==> config.mk <==
export PLATFORM = sky130hd
export DESIGN_NAME = lector_7seg_mux
export DESIGN_NICKNAME = d
export VERILOG_FILES = /design/src/rtl/lector_7seg_mux_pkg.sv /design/src/rtl/lector_7seg_mux_sincronizador_2ff.sv /design/src/rtl/lector_7seg_mux.sv
export SDC_FILE = /design/constraint.sdc
export NUM_CORES = 1
export LEC_CHECK = 0
export ABC_AREA = 1
export CAP_MARGIN = 0
export CORE_ASPECT_RATIO = 0.6
export CORE_MARGIN = 2
export CORE_UTILIZATION = 29
export CTS_CLUSTER_DIAMETER = 50
export DETAILED_ROUTE_END_ITERATION = 10
export PLACE_DENSITY = 0.48
export SETUP_SLACK_MARGIN = 0.3
export SYNTH_ARGS = -nofsm -noshare
export SYNTH_HDL_FRONTEND = slang
export SYNTH_SLANG_ARGS = --single-unit
==> constraint.sdc <==
create_clock -name i_clk -period 2.3 [get_ports i_clk]
set_clock_uncertainty 0.05 [all_clocks]
set_input_delay 0.23 -clock i_clk [delete_from_list [all_inputs] [get_ports i_clk]]
set_output_delay 0.23 -clock i_clk [all_outputs]
set_load 0.01 [all_outputs]
==> src/rtl/lector_7seg_mux_pkg.sv <==
// Shared 7-segment definitions (active low {a..g}) and the capture FSM encoding.
// Pattern decode is purely combinational.
package lector_7seg_mux_pkg;

  localparam logic [6:0] SEG_0      = 7'b0000001;
  localparam logic [6:0] SEG_1      = 7'b1001111;
  localparam logic [6:0] SEG_2      = 7'b0010010;
  localparam logic [6:0] SEG_3      = 7'b0000110;
  localparam logic [6:0] SEG_4      = 7'b1001100;
  localparam logic [6:0] SEG_5      = 7'b0100100;
  localparam logic [6:0] SEG_6      = 7'b0100000;
  localparam logic [6:0] SEG_7      = 7'b0001111;
  localparam logic [6:0] SEG_8      = 7'b0000000;
  localparam logic [6:0] SEG_9      = 7'b0000100;
  localparam logic [6:0] SEG_A      = 7'b0001000;
  localparam logic [6:0] SEG_B      = 7'b1100000;
  localparam logic [6:0] SEG_C      = 7'b0110001;
  localparam logic [6:0] SEG_D      = 7'b1000010;
  localparam logic [6:0] SEG_E      = 7'b0110000;
  localparam logic [6:0] SEG_F      = 7'b0111000;
  localparam logic [6:0] SEG_BLANCO = 7'b1111111;

  typedef enum logic [1:0] {
    ESPERA,
    ESTABILIZA,
    CAPTURADO
  } estado_t;

  typedef struct packed {
    logic       invalido;
    logic       blanco;
    logic [3:0] nibble;
  } digito_t;

  // Blank and unrecognised patterns both report nibble 0.
  function automatic digito_t decodifica(input logic [6:0] seg);
    digito_t d;
    d = '{invalido: 1'b0, blanco: 1'b0, nibble: 4'h0};
    case (seg)
      SEG_0:      d.nibble = 4'h0;
      SEG_1:      d.nibble = 4'h1;
      SEG_2:      d.nibble = 4'h2;
      SEG_3:      d.nibble = 4'h3;
      SEG_4:      d.nibble = 4'h4;
      SEG_5:      d.nibble = 4'h5;
      SEG_6:      d.nibble = 4'h6;
      SEG_7:      d.nibble = 4'h7;
      SEG_8:      d.nibble = 4'h8;
      SEG_9:      d.nibble = 4'h9;
      SEG_A:      d.nibble = 4'hA;
      SEG_B:      d.nibble = 4'hB;
      SEG_C:      d.nibble = 4'hC;
      SEG_D:      d.nibble = 4'hD;
      SEG_E:      d.nibble = 4'hE;
      SEG_F:      d.nibble = 4'hF;
      SEG_BLANCO: d.blanco = 1'b1;
      default:    d.invalido = 1'b1;
    endcase
    return d;
  endfunction

endpackage

==> src/rtl/lector_7seg_mux_sincronizador_2ff.sv <==
// Two-flop synchronizer for a bus of independent asynchronous lines.
// Latency 2 cycles; no flow control.
module sincronizador_2ff #(
  parameter int ANCHO = 1
) (
  input  logic             clk,
  input  logic             rst,
  input  logic [ANCHO-1:0] d,
  output logic [ANCHO-1:0] q
);

  logic [ANCHO-1:0] meta;

  always_ff @(posedge clk) begin
    if (rst) begin
      meta <= '0;
      q    <= '0;
    end else begin
      meta <= d;
      q    <= meta;
    end
  end

endmodule

==> src/rtl/lector_7seg_mux.sv <==
// Recovers the hex digits shown on a multiplexed 7-segment display, one frame per o_valido pulse.
// Latency input-to-capture 2 + ESTABLE cycles; the display cannot be stalled, so there is no backpressure.
module lector_7seg_mux
  import lector_7seg_mux_pkg::*;
#(
  parameter int N_DIGITOS = 4,
  parameter int ESTABLE   = 8,
  parameter int TIMEOUT   = 100000
) (
  input  logic                   i_clk,
  input  logic                   i_rst,
  input  logic [6:0]             i_segmentos,
  input  logic [N_DIGITOS-1:0]   i_anodos,
  input  logic                   i_habilita,
  output logic [4*N_DIGITOS-1:0] o_valor,
  output logic [N_DIGITOS-1:0]   o_blanco,
  output logic                   o_valido,
  output logic                   o_error,
  output logic                   o_sin_senal
);

  localparam int IDX_W = (N_DIGITOS > 1) ? $clog2(N_DIGITOS) : 1;
  localparam int CNT_W = $clog2(ESTABLE + 1);
  localparam int TO_W  = $clog2(TIMEOUT + 1);

  logic [6:0]             seg_s;
  logic [N_DIGITOS-1:0]   an_s;

  sincronizador_2ff #(.ANCHO(7)) u_sync_seg (
    .clk(i_clk), .rst(i_rst), .d(i_segmentos), .q(seg_s)
  );

  sincronizador_2ff #(.ANCHO(N_DIGITOS)) u_sync_an (
    .clk(i_clk), .rst(i_rst), .d(i_anodos), .q(an_s)
  );

  logic [IDX_W-1:0] idx;
  logic [3:0]       n_bajos;
  logic             dig_vld;

  always_comb begin
    idx     = '0;
    n_bajos = '0;
    for (int k = 0; k < N_DIGITOS; k++) begin
      if (!an_s[k]) begin
        idx     = IDX_W'(k);
        n_bajos = n_bajos + 4'd1;
      end
    end
    dig_vld = (n_bajos == 4'd1);
  end

  estado_t                estado;
  logic [CNT_W-1:0]       cnt;
  logic [IDX_W-1:0]       idx_l;
  logic [6:0]             pat_l;
  logic [N_DIGITOS-1:0]   mascara;
  logic [4*N_DIGITOS-1:0] stg_valor;
  logic [N_DIGITOS-1:0]   stg_blanco;
  logic                   stg_error;
  logic [TO_W-1:0]        cnt_to;

  logic    mismo;
  logic    guarda;
  logic    completo;
  digito_t dec;

  assign mismo    = dig_vld && (idx == idx_l) && (seg_s == pat_l);
  assign guarda   = (estado == ESTABILIZA) && i_habilita && mismo &&
                    (cnt == CNT_W'(ESTABLE - 1));
  assign completo = &mascara;
  assign dec      = decodifica(pat_l);

  assign o_sin_senal = (cnt_to == TO_W'(TIMEOUT));

  always_ff @(posedge i_clk) begin
    if (i_rst) begin
      estado     <= ESPERA;
      cnt        <= '0;
      idx_l      <= '0;
      pat_l      <= '0;
      mascara    <= '0;
      stg_valor  <= '0;
      stg_blanco <= '0;
      stg_error  <= 1'b0;
      cnt_to     <= '0;
      o_valor    <= '0;
      o_blanco   <= '0;
      o_valido   <= 1'b0;
      o_error    <= 1'b0;
    end else begin
      o_valido <= 1'b0;

      if (!i_habilita) begin
        estado <= ESPERA;
      end else begin
        case (estado)
          ESPERA: begin
            if (dig_vld) begin
              estado <= ESTABILIZA;
              cnt    <= CNT_W'(1);
              idx_l  <= idx;
              pat_l  <= seg_s;
            end
          end
          ESTABILIZA: begin
            if (!mismo)      estado <= ESPERA;
            else if (guarda) estado <= CAPTURADO;
            else             cnt    <= cnt + CNT_W'(1);
          end
          CAPTURADO: begin
            // A pattern change on the same anode is not a new digit.
            if (!dig_vld || idx != idx_l) estado <= ESPERA;
          end
          default: estado <= ESPERA;
        endcase
      end

      if (completo) begin
        o_valor   <= stg_valor;
        o_blanco  <= stg_blanco;
        o_error   <= stg_error;
        o_valido  <= 1'b1;
        mascara   <= '0;
        stg_error <= 1'b0;
      end

      if (guarda) begin
        stg_valor[4*idx_l +: 4] <= dec.nibble;
        stg_blanco[idx_l]       <= dec.blanco;
        stg_error               <= (stg_error & ~completo) | dec.invalido;
        mascara[idx_l]          <= 1'b1;
        cnt_to                  <= '0;
      end else if (cnt_to != TO_W'(TIMEOUT)) begin
        cnt_to <= cnt_to + TO_W'(1);
      end
    end
  end

endmodule

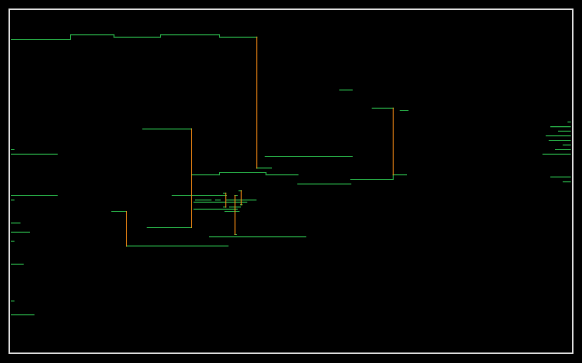
*Routed metal, one color a layer*
Two of the layers only.
met4 -> orange  # wire length 118 µm
met3 -> green  # wire length 439 µm
Vias: 4091
gr usage total: 0.140
Routed WL: 11.2 mm

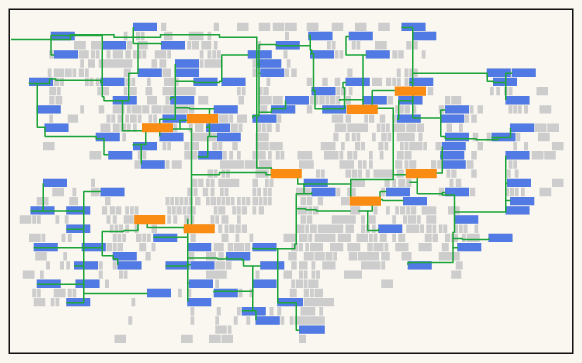
*Clock distribution*
cells driving clock nets -> orange  # count 9
flip-flops -> blue  # count 101
clock wires -> green  # length 1340 µm
flops lie = widely spread
routed clock nets = 10
clock power share: 0.386
P_clk: 0.00138 W
worst-skew pair later-pin latency: 0.34 ns

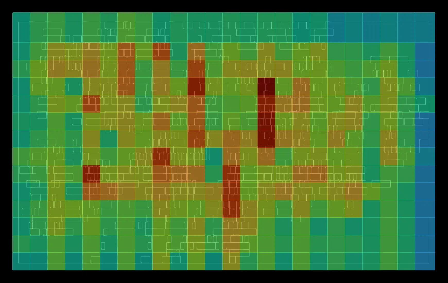
*Track usage over the die*
met1 Use GR: 0.206
M2 GR Usage: 0.205
GR peak layer: met1
GR Util met3: 0.0375
drt wl/cell: 12.2 µm

==> results.yml <==
# physical design summary
sta:
  setup_viol: 37
  slew_headroom: 0.400
  final.setup.worst_slack_ns: -0.121
  min_period_ns: 2.42
placement:
  io_buffers: 36
  gp_congestion: 0.885
  dp.cells: 883
clock_tree:
  cts_sinks: 101
  numCtsBuffers: 9
  max-clock-path-buffers: 2
  cts_root_buffer: "clkbuf_16"
  cts-htree-levels: 3
  ctsHoldBuffers: 0
  cts_tree: "yes"
synthesis:
  syn_inst: 647
  yosys.area.top_type_share: 0.440
  ff_type: "dfxtp_1"
  edf_count: 0
  avgSynthCellArea_um2: 7.11
drt:
  first_pass_iters: 4
  antenna_left: 0
  drtIter0Drc: 185
status:
  violations: "negative setup slack"
  status: "complete, but fails checks"
cells_and_area:
  final_core_util: 0.395
  final_net_count: 739
  nFillCells: 1580
  num-clock-buffers: 12
  buffer_area_frac: 0.117
  num-multi-input-gates: 445
grt:
  grt_pass1_wl_mm: 19.3
  grt_max_degree: 47
  grt_pass1_vias: 3956
setup_path:
  path_max_fanout: 5
  crit_type: "flip-flop to flip-flop"
  worst-endpoint-required_ns: 2.52
  cp.arrival_ns: 2.64
hold_path:
  hold_path.class: "flip-flop to flip-flop"
power:
  p_leak_nw: 2.42
  p_int_w: 0.00267
  power_w: 0.00358
  seqPwrFrac: 0.505
  combPwrFrac: 0.109
  switching_share: 0.254
  p_sw_w: 0.000910
die:
  dieWidth_um: 167
  nWellTaps: 203
  ios: 37
  core_um2: 15400
flow_run:
  cap_violations: 0
-- final timing paths --
kind                                 from                    endpoint  slack, ns  depth (start not counted)
max             u_sync_an.q[1]$_SDFF_PP0_  stg_valor[11]$_SDFFE_PP0P_      -0.12                         18
min          u_sync_an.meta[1]$_SDFF_PP0_   u_sync_an.q[1]$_SDFF_PP0_       0.34                          2
max reg2reg     u_sync_an.q[1]$_SDFF_PP0_  stg_valor[11]$_SDFFE_PP0P_      -0.12                         18
min reg2reg  u_sync_an.meta[1]$_SDFF_PP0_   u_sync_an.q[1]$_SDFF_PP0_       0.34                          2
-- metal layers --
layer,routed length [µm],track usage,share of wire,vias to the layer above
li1,-,-,-,2168
met1,6160,0.206,0.55,1844
met2,4520,0.205,0.40,64
met3,438,0.0375,0.039,15
met4,117,0.0318,0.010,0
met5,0,0,0,-
-- cells in the final DEF (no fill, tap or decap), types with 13 or more instances in the layout --
master / synthesis / final
nor2_1: 140 / 130
dfxtp_1: 101 / 99
nand2_1: 106 / 93
inv_1: 78 / 69
clkdlybuf4s50_1: 0 / 35
o21ai_0: 36 / 32
nand3_1: 33 / 28
a21oi_1: 42 / 28
buf_4: 0 / 17
inv_2: 6 / 15
a21oi_2: 0 / 13
-- flip-flops by register name (all words and copies together), names as in the netlist --
register,cells
estado,2
cnt,4
o_valido,1
u_sync_seg.meta,7
u_sync_seg.q,7
pat_l,7
idx_l,2
stg_valor,16
stg_error,1
o_valor,16
u_sync_an.meta,4
cnt_to,17
stg_blanco,4
u_sync_an.q,4
o_error,1
mascara,4
o_blanco,4
-- per-stage QoR --
stage | worst slack, ns | area [µm²] | setup TNS, ns | hold slack, ns
after floorplan | 0.0586 | 4660 | 0 | 0.287
after global placement | -0.134 | 5300 | -1.41 | 0.340
after detailed placement | -0.242 | 5300 | -3.91 | 0.338
after CTS | -0.118 | 5910 | -2.81 | 0.331
after global routing | -0.285 | 6080 | -11.25 | 0.341
final | -0.121 | 6080 | -2.75 | 0.343
-- kinds of logic (layout without fill, tap and decap cells) --
family / after synthesis / in the layout / synth area share
buf+inv: 103 / 171 / 0.0865
xor+xnor: 15 / 15 / 0.0286
fa+ha+maj: 13 / 13 / 0.0354
simple gates: 327 / 329 / 0.314
flops: 101 / 101 / 0.440
compound gates: 88 / 88 / 0.0958
-- what timing repair did --
item	CTS	global route
pin swaps	27	22
resized	50	44
buffers inserted	12	5
gates cloned	4	0
setup endpoints to repair	58	58
-- worst max-delay path, stage by stage, from the launching register on --
cell and delay (ns):
dfxtp_2 0.33, inv_2 0.05, ha_4 0.27, inv_2 0.03
nand2_2 0.06, nand2_2 0.06, inv_2 0.07, ha_4 0.12
inv_2 0.03, nor2_2 0.08, xor2_1 0.22, nand2_2 0.11
nor2_4 0.14, nand4_4 0.13, buf_12 0.19, buf_8 0.12
nor2_4 0.11, nand2_1 0.07, a21oi_1 0.12
-- power by group through the flow --
stage / sequential [W] / combinational [W] / clock, W
after floorplan: 0.00184 / 0.000213 / 0
after global placement: 0.00185 / 0.000298 / 0
after detailed placement: 0.00185 / 0.000302 / 0
after CTS: 0.00181 / 0.000364 / 0.00144
after global routing: 0.00182 / 0.000435 / 0.00149
final: 0.00181 / 0.000389 / 0.00138
Power figures rest on the tool's default switching activity, not on a simulated workload.
